Figure 1. Logic cells by family.
Scale bar: 20 um.
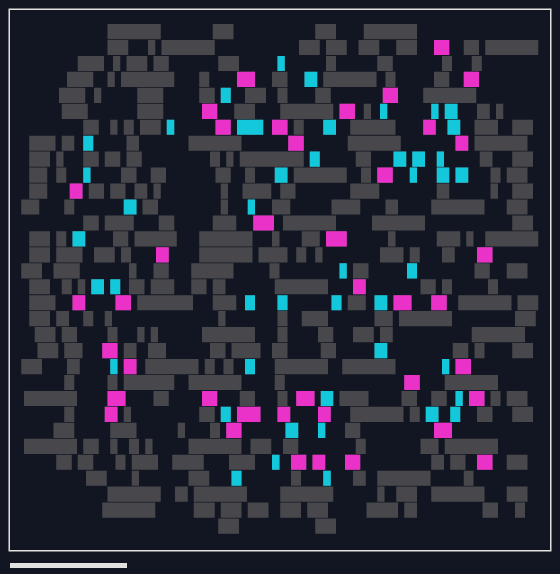
Figure 2. Signal wires on met3.
Scale bar: 20 um.
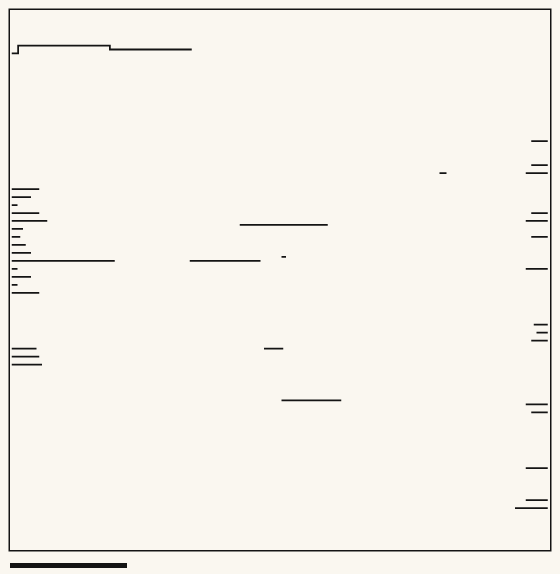
Figure 3. Wires at chosen ports, followed through buffers.
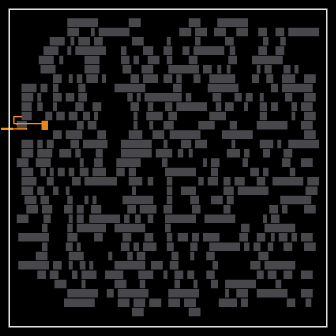
Figure 4. Placement density heat map.
The die is cut into 9 by 9 equal tiles; black is low, pale yellow is high, 0 to 100% covered.
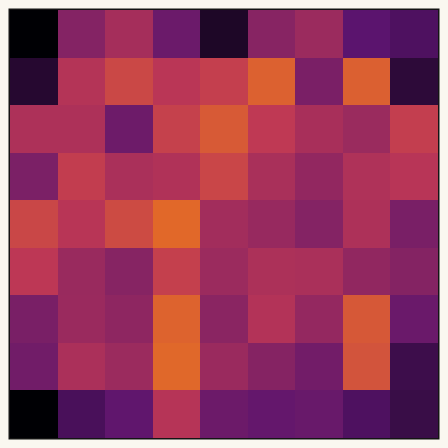
Figure 5. Cell outlines without signal wires.
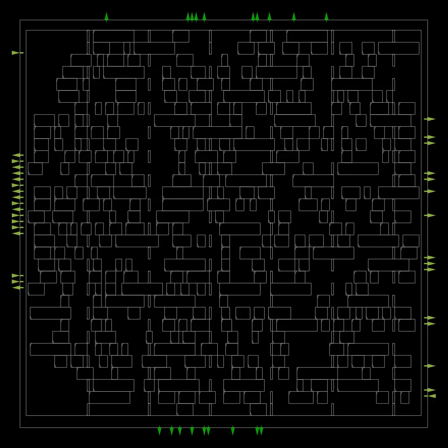
--- src/rtl/pipe_pkg.sv ---
`default_nettype none
// +----------------------------------------------------------------------+
// | Module   : pipe_pkg                                                  |
// | Purpose  : Shared types and constants for the pipeline stall control |
// | Revision : 1.0                                                       |
// +----------------------------------------------------------------------+
package pipe_pkg;

    typedef enum logic [1:0] {
        ST_INIT     = 2'd0,
        ST_RUN      = 2'd1,
        ST_MD_WAIT  = 2'd2,
        ST_MEM_WAIT = 2'd3
    } pipe_state_t;

    localparam int c_mul_lat_def = 4;
    localparam int c_div_lat_def = 16;

    // Stall causes, listed from highest to lowest priority.
    typedef enum logic [2:0] {
        CAUSE_NONE   = 3'd0,
        CAUSE_DMEM   = 3'd1,
        CAUSE_MD     = 3'd2,
        CAUSE_HOLD   = 3'd3,
        CAUSE_BRANCH = 3'd4,
        CAUSE_IMEM   = 3'd5
    } stall_cause_t;

    function automatic stall_cause_t run_cause(
        input logic dmem_miss,
        input logic md_start,
        input logic hold,
        input logic branch_redirect,
        input logic imem_ready
    );
        if (dmem_miss)            return CAUSE_DMEM;
        else if (md_start)        return CAUSE_MD;
        else if (hold)            return CAUSE_HOLD;
        else if (branch_redirect) return CAUSE_BRANCH;
        else if (!imem_ready)     return CAUSE_IMEM;
        else                      return CAUSE_NONE;
    endfunction

endpackage
`default_nettype wire

--- src/rtl/pipe_stall_ctrl_sat_counter.sv ---
`default_nettype none
// +----------------------------------------------------------------------+
// | Module   : sat_counter                                               |
// | Purpose  : Saturating up-counter with synchronous clear              |
// | Revision : 1.0                                                       |
// +----------------------------------------------------------------------+
module sat_counter #(
    parameter int WIDTH = 32
) (
    input  logic             clk,
    input  logic             rst,
    input  logic             inc,
    input  logic             clr,
    output logic [WIDTH-1:0] count
);

    logic [WIDTH-1:0] r_count;

    // Clear outranks increment; the count sticks at all-ones.
    always_ff @(posedge clk or negedge rst) begin
        if (!rst)
            r_count <= '0;
        else if (clr)
            r_count <= '0;
        else if (inc && (r_count != '1))
            r_count <= r_count + WIDTH'(1);
    end

    assign count = r_count;

endmodule
`default_nettype wire

--- src/rtl/pipe_stall_ctrl.sv ---
`default_nettype none
// +----------------------------------------------------------------------+
// | Module   : pipe_stall_ctrl                                           |
// | Purpose  : Stall/flush sequencer driving all pipeline-register       |
// |            enables, flushes and the stall-cycle counter              |
// | Revision : 1.0                                                       |
// +----------------------------------------------------------------------+
module pipe_stall_ctrl
    import pipe_pkg::*;
#(
    parameter int MUL_LAT = c_mul_lat_def,
    parameter int DIV_LAT = c_div_lat_def,
    parameter int CNT_W   = 5
) (
    input  logic        clk,
    input  logic        rst,
    input  logic        hold,
    input  logic        branch_redirect,
    input  logic        md_start,
    input  logic        md_is_div,
    input  logic        imem_ready,
    input  logic        dmem_req,
    input  logic        dmem_ready,
    input  logic        perf_clr,
    output logic        pc_en,
    output logic        ifid_en,
    output logic        idex_en,
    output logic        exmem_en,
    output logic        memwb_en,
    output logic        ifid_flush,
    output logic        idex_flush,
    output logic        exmem_flush,
    output logic        md_busy,
    output logic        md_done,
    output logic [31:0] stall_cycles
);

    // The start cycle and the done cycle are both part of EX occupancy.
    localparam logic [CNT_W-1:0] c_mul_load = CNT_W'(MUL_LAT - 2);
    localparam logic [CNT_W-1:0] c_div_load = CNT_W'(DIV_LAT - 2);

    pipe_state_t      r_state;
    pipe_state_t      w_state_nxt;
    logic [CNT_W-1:0] r_lat_cnt;
    logic [CNT_W-1:0] w_lat_cnt_nxt;
    logic             w_dmem_miss;
    logic             w_stall_inc;
    stall_cause_t     w_cause;

    assign w_dmem_miss = dmem_req && !dmem_ready;
    assign w_cause     = run_cause(w_dmem_miss, md_start, hold, branch_redirect, imem_ready);

    always_comb begin
        {pc_en, ifid_en, idex_en, exmem_en, memwb_en} = 5'b00000;
        {ifid_flush, idex_flush, exmem_flush}          = 3'b000;
        md_busy       = 1'b0;
        md_done       = 1'b0;
        w_state_nxt   = r_state;
        w_lat_cnt_nxt = r_lat_cnt;
        case (r_state)
            ST_INIT: begin
                {ifid_flush, idex_flush, exmem_flush} = 3'b111;
                w_state_nxt = ST_RUN;
            end
            ST_RUN: begin
                {pc_en, ifid_en, idex_en, exmem_en, memwb_en} = 5'b11111;
                case (w_cause)
                    CAUSE_DMEM: begin
                        {pc_en, ifid_en, idex_en, exmem_en, memwb_en} = 5'b00000;
                        w_state_nxt = ST_MEM_WAIT;
                    end
                    CAUSE_MD: begin
                        {pc_en, ifid_en, idex_en, exmem_en} = 4'b0000;
                        exmem_flush   = 1'b1;
                        w_lat_cnt_nxt = md_is_div ? c_div_load : c_mul_load;
                        w_state_nxt   = ST_MD_WAIT;
                    end
                    CAUSE_HOLD: begin
                        pc_en      = 1'b0;
                        ifid_en    = 1'b0;
                        idex_flush = 1'b1;
                    end
                    CAUSE_BRANCH: ifid_flush = 1'b1;
                    CAUSE_IMEM: begin
                        pc_en      = 1'b0;
                        ifid_flush = 1'b1;
                    end
                    default: ;
                endcase
            end
            ST_MD_WAIT: begin
                md_busy = 1'b1;
                if (r_lat_cnt == '0) begin
                    // Result is ready: pipeline advances unless MEM is still missing.
                    md_done = 1'b1;
                    {pc_en, ifid_en, idex_en, exmem_en, memwb_en} = {5{!w_dmem_miss}};
                    w_state_nxt = w_dmem_miss ? ST_MEM_WAIT : ST_RUN;
                end else begin
                    exmem_flush   = 1'b1;
                    memwb_en      = !w_dmem_miss;
                    w_lat_cnt_nxt = r_lat_cnt - CNT_W'(1);
                end
            end
            ST_MEM_WAIT: begin
                if (dmem_ready) begin
                    {pc_en, ifid_en, idex_en, exmem_en, memwb_en} = 5'b11111;
                    w_state_nxt = ST_RUN;
                end
            end
            default: w_state_nxt = ST_INIT;
        endcase
    end

    always_ff @(posedge clk or negedge rst) begin
        if (!rst) begin
            r_state   <= ST_INIT;
            r_lat_cnt <= '0;
        end else begin
            r_state   <= w_state_nxt;
            r_lat_cnt <= w_lat_cnt_nxt;
        end
    end

    assign w_stall_inc = !pc_en && (r_state != ST_INIT);

    sat_counter #(
        .WIDTH (32)
    ) u_stall_cnt (
        .clk   (clk),
        .rst   (rst),
        .inc   (w_stall_inc),
        .clr   (perf_clr),
        .count (stall_cycles)
    );

endmodule
`default_nettype wire

--- config.mk ---
export PLATFORM = sky130hd
export DESIGN_NAME = pipe_stall_ctrl
export DESIGN_NICKNAME = d
export VERILOG_FILES = /design/src/rtl/pipe_pkg.sv /design/src/rtl/pipe_stall_ctrl_sat_counter.sv /design/src/rtl/pipe_stall_ctrl.sv
export SDC_FILE = /design/constraint.sdc
export NUM_CORES = 1
export LEC_CHECK = 0
export CELL_PAD_IN_SITES_DETAIL_PLACEMENT = 1
export CELL_PAD_IN_SITES_GLOBAL_PLACEMENT = 2
export CORE_UTILIZATION = 33
export CTS_BUF_LIST = sky130_fd_sc_hd__clkbuf_8
export CTS_CLUSTER_DIAMETER = 100
export DETAILED_ROUTE_END_ITERATION = 10
export PLACE_DENSITY_LB_ADDON = 0.1
export SLEW_MARGIN = 40
export SYNTH_ARGS = -nofsm -noshare
export SYNTH_HDL_FRONTEND = slang
export SYNTH_SLANG_ARGS = --single-unit
--- constraint.sdc ---
create_clock -name clk -period 2.7 [get_ports clk]
set_input_delay 0.54 -clock clk [delete_from_list [all_inputs] [get_ports clk]]
set_output_delay 0.54 -clock clk [all_outputs]
set_load 0.01 [all_outputs]
==> qor.rpt <==
SYNTH
---------------------------------------------------------------------------------------
Unique cell types ........................................................           52
Synth top cells by count ................................................. sky130_fd_sc_hd__dfrtp_1 (39), sky130_fd_sc_hd__a21oi_1 (30), sky130_fd_sc_hd__or4_1 (20)
Async S/R FF share, synth ................................................         100%
Portion of synthesized cell area occupied by the leading cell type .......        36.4%
Total cell area reported by yosys after synthesis ........................     2680 um2
Library cell occupying the most area in the post-synthesis netlist ....... sky130_fd_sc_hd__dfrtp_1
Net count after synthesis ................................................          306
Cell area leaders ........................................................ sky130_fd_sc_hd__dfrtp_1 (36%), sky130_fd_sc_hd__a21oi_1 (5.6%), sky130_fd_sc_hd__or4_1 (5.6%)
Cell Area, Synth .........................................................     2680 um2
EDFF count, synth ........................................................            0
Share of synthesized area occupied by flip-flops and latches .............        36.4%
Gate count of the mapped netlist .........................................          287
Total of flip-flops plus latches after synthesis .........................           39
Most instantiated library cell after synthesis ........................... sky130_fd_sc_hd__dfrtp_1
Flip-flop cell with the highest count after synthesis .................... sky130_fd_sc_hd__dfrtp_1
Count of warnings emitted by yosys .......................................            0
Post-synthesis cell count from yosys .....................................          287
Avg Synthesized Cell Area ................................................     9.33 um2

CLOCK TREE
---------------------------------------------------------------------------------------
Insertion delay to the later sink of the worst-skew pair .................      0.30 ns
TritonCTS Sinks ..........................................................           39
Clock tree from TritonCTS ................................................        built
Clock buffer count from CTS ..............................................            5
Quantity of hold-fixing buffers added after cts ..........................            0
Clock Pin Slew Worst Setup and Hold Paths ................................      0.09 ns
Clock Tree Root .......................................................... sky130_fd_sc_hd__clkbuf_8
Maximum level of the CTS H-tree ..........................................            2
Clock tree buffer depth ..................................................            2

TIMING
---------------------------------------------------------------------------------------
Setup repair after global routing missed its margin ......................           no
Number of failing setup endpoints in the final timing report .............            0
FMAX .....................................................................      386 MHz
Slew at the pin closest to its max-slew limit ............................     0.619 ns
Min Clock Period, post-route .............................................      2.59 ns
Final-report hold violation count ........................................            0
Max-slew violation total from the final report ...........................            0
Worst-case headroom to the max-slew limit ................................        58.7%
Hold Slack ...............................................................     0.309 ns
Clock Skews ..............................................................   0.00919 ns
Share of the clock period used by the worst path after layout ............        95.8%

PLACED DESIGN
---------------------------------------------------------------------------------------
Detailed placement HPWL ..................................................      5.09 mm
Final weighted congestion in routability-driven placement ................        0.790
Count of buffers inserted at the top-level ports .........................           51

FLOORPLAN
---------------------------------------------------------------------------------------
Total die size ...........................................................     8480 um2
Top-level I/O count ......................................................           52
Horizontal die size ......................................................      92.1 um
Starting utilization of the core area ....................................        34.5%
Overall die height .......................................................      92.1 um
Core Footprint ...........................................................     7770 um2
Floorplan row count ......................................................           32

DRT
---------------------------------------------------------------------------------------
Detailed-route via count .................................................        2,560
Average routed wire per standard cell ....................................      15.9 um
Detailed Routing Iterations Pass 1 .......................................            4
DRC errors left ..........................................................            0
Residual antenna-violating net count after detailed routing ..............            0
Wirelength, routed .......................................................      7.27 mm
Number of violations reported at the end of detailed-routing iteration 0 .           89
Vias per cell ............................................................         5.61

CRITICAL PATH
---------------------------------------------------------------------------------------
Maximum fanout encountered on the critical timing path ...................            3
Reg2Reg Depth ............................................................            9
FF-to-FF Start ...........................................................   r_state[0]
Critical path class ......................................................       in2out
Capture point of the worst path ..........................................     memwb_en
Worst setup path startpoint ..............................................   dmem_ready
CP max-delay cell ........................................................ sky130_fd_sc_hd__clkdlybuf4s50_1
Slowest stage delay, CP ..................................................      0.56 ns
Chain of cells forming the critical path ................................. clkdlybuf4s50_1 -> buf_4 -> o21a_1 -> nor2_1 -> a21oi_1 -> clkdlybuf4s50_1
Element type at the critical path end ....................................   output pin
Number of buffer and inverter instances along the worst setup path .......            3
Startpoint type of the worst setup path .................................. primary input
Endpoint of the most critical register-to-register path .................. u_stall_cnt.count[28]
Worst-case register-to-register setup slack ..............................      0.26 ns
Required time of the critical path .......................................      2.16 ns
Most frequent cell on the critical path .................................. sky130_fd_sc_hd__clkdlybuf4s50_1
CP delay by family, top .................................................. buffers and inverters
Data arrival time of the critical path ...................................      2.05 ns
Stages on the worst setup path ...........................................            6

FINISH
---------------------------------------------------------------------------------------
ANT cells ................................................................            0
Final instance area ......................................................     3510 um2
Nets .....................................................................          372
Area growth from synthesis to layout .....................................        31.2%
Area taken by flip-flops and latches .....................................      976 um2
Share of final-layout standard cells stronger than drive strength 1 ......        15.8%
Comb. cell area ..........................................................     1530 um2
Dominant logic cell types in the final layout ............................ sky130_fd_sc_hd__clkdlybuf4s50_1 (43), sky130_fd_sc_hd__dfrtp_1 (39), sky130_fd_sc_hd__a21oi_1 (30), sky130_fd_sc_hd__buf_4 (25), sky130_fd_sc_hd__or4_1 (20)
Most frequent logic cell in the layout ................................... sky130_fd_sc_hd__clkdlybuf4s50_1

GLOBAL ROUTE
---------------------------------------------------------------------------------------
Maximum number of pins on one net before global-route repair .............           43
Overall overflow remaining after global route ............................            0
Via count of the first global-routing pass ...............................        2,546
Overall track demand over capacity in global routing .....................        17.7%
Wire length of the first global-routing pass .............................      12.1 mm
Number of antenna violations at the first check in global routing ........            0

POWER
---------------------------------------------------------------------------------------
Pwr Density ..............................................................   643 nW/um2
Worst-case vdd ir drop ...................................................       321 uV
Total leakage power ......................................................   0.00142 uW
Pwr Total ................................................................      2260 uW

JOB
---------------------------------------------------------------------------------------
Max-capacitance violation count ..........................................            0
Number of OpenROAD warnings ..............................................           32

WORST HOLD PATH
---------------------------------------------------------------------------------------
Class of the tightest hold or removal check ..............................     in2async

RUN STATUS
---------------------------------------------------------------------------------------
Status ...................................................................    completed

About Figure 1:
- cyan: NAND gates (cells 45)
- magenta: AND and OR gates (cells 40)

About Figure 2:
- wire length on this layer: 183 um
- longest straight run: 17.2 um
- share of all routed wire: 2.5%
- nets with wire on the layer: 35

About Figure 3:
- orange: idex_en (bits 1; direction output; edge left; end cells 1; buffers 1; wire 17.5 um)

About Figure 4:
- nearly empty tiles: 2.5%
- mean over tiles: 40%
- fullest tile: 65%

About Figure 5:
flip-flops: 39
filler cell count in the final layout: 910
fraction of standard cell area that is sequential: 27.8%

report_power, final:
group	internal (uW)	switching (uW)
sequential	641	55.0
clock	299	223
combinational	467	573
area by class of cell:
cell class	instances	area share, %
inverters	11	1.18
clock inverters	2	0.998
repair buffers	77	20.5
flip-flops and latches	39	27.8
well taps	102	3.63
clock buffers	6	2.35
multi-input cells	219	43.6
worst reg2reg max path: cells and delay by family, from the launching register on:
kind | cells | cell delay, ns
simple gates | 1 | 0.33
mux | 1 | 0.37
buf+inv | 3 | 0.52
flops | 1 | 0.38
compound gates | 3 | 0.52
fa+ha+maj | 1 | 0.22
through the flow:
| step | cells | setup TNS [ns] | setup slack, ns | utilization (%) |
|---|---|---|---|---|
| after floorplan | 287 | 0 | 0.339 | - |
| after global placement | 445 | -0.137 | -0.0571 | 43.2 |
| after detailed placement | 445 | -0.248 | -0.0955 | 43.2 |
| after CTS | 454 | 0 | 0.00860 | 44.8 |
| after global routing | 456 | 0 | 0.0159 | 45.2 |
| final | 456 | 0 | 0.112 | 45.2 |
registers in the layout (all words and copies together), names as in the netlist:
name	flops
r_lat_cnt	5
u_stall_cnt.count	32
r_state	2
routing by layer:
| metal | vias to the layer above | wire (um) | GRT usage [%] |
|---|---|---|---|
| met5 | - | 0 | 0 |
| met4 | 0 | 60 | 3.91 |
| met3 | 5 | 182 | 2.90 |
| met2 | 41 | 3820 | 32.6 |
| met1 | 1287 | 3200 | 21.3 |
| li1 | 1227 | - | - |
logic make-up after synthesis:
family,Yosys count,share of synthesized area (%)
AOI/OAI and AO/OA,73,18.9
xor gates and xnor gates,1,0.327
adders and majority gates,9,4.21
buffers and inverters,29,6.68
DFF,39,36.4
muxes,9,3.97
and+or+nand+nor,127,29.5
worst min-delay path by stage:
| stage | cells past startpoint | end |
|---|---|---|
| 5_1_grt | 2 | u_stall_cnt.count[11] |
| 2_1_floorplan | 0 | r_lat_cnt[0] |
| 4_1_cts | 2 | u_stall_cnt.count[12] |
| 3_5_place_dp | 2 | r_lat_cnt[1] |
| 6_report | 2 | u_stall_cnt.count[12] |
| 3_3_place_gp | 2 | r_lat_cnt[1] |
what timing repair did:
action                                 in CTS  in global routing
pin swaps                                   1                  0
endpoints found under the hold margin       0                  0
resized                                     4                  5
setup endpoints to repair                   5                  6
buffers inserted                            1                  2
Power is estimated from default activity; no workload was simulated.
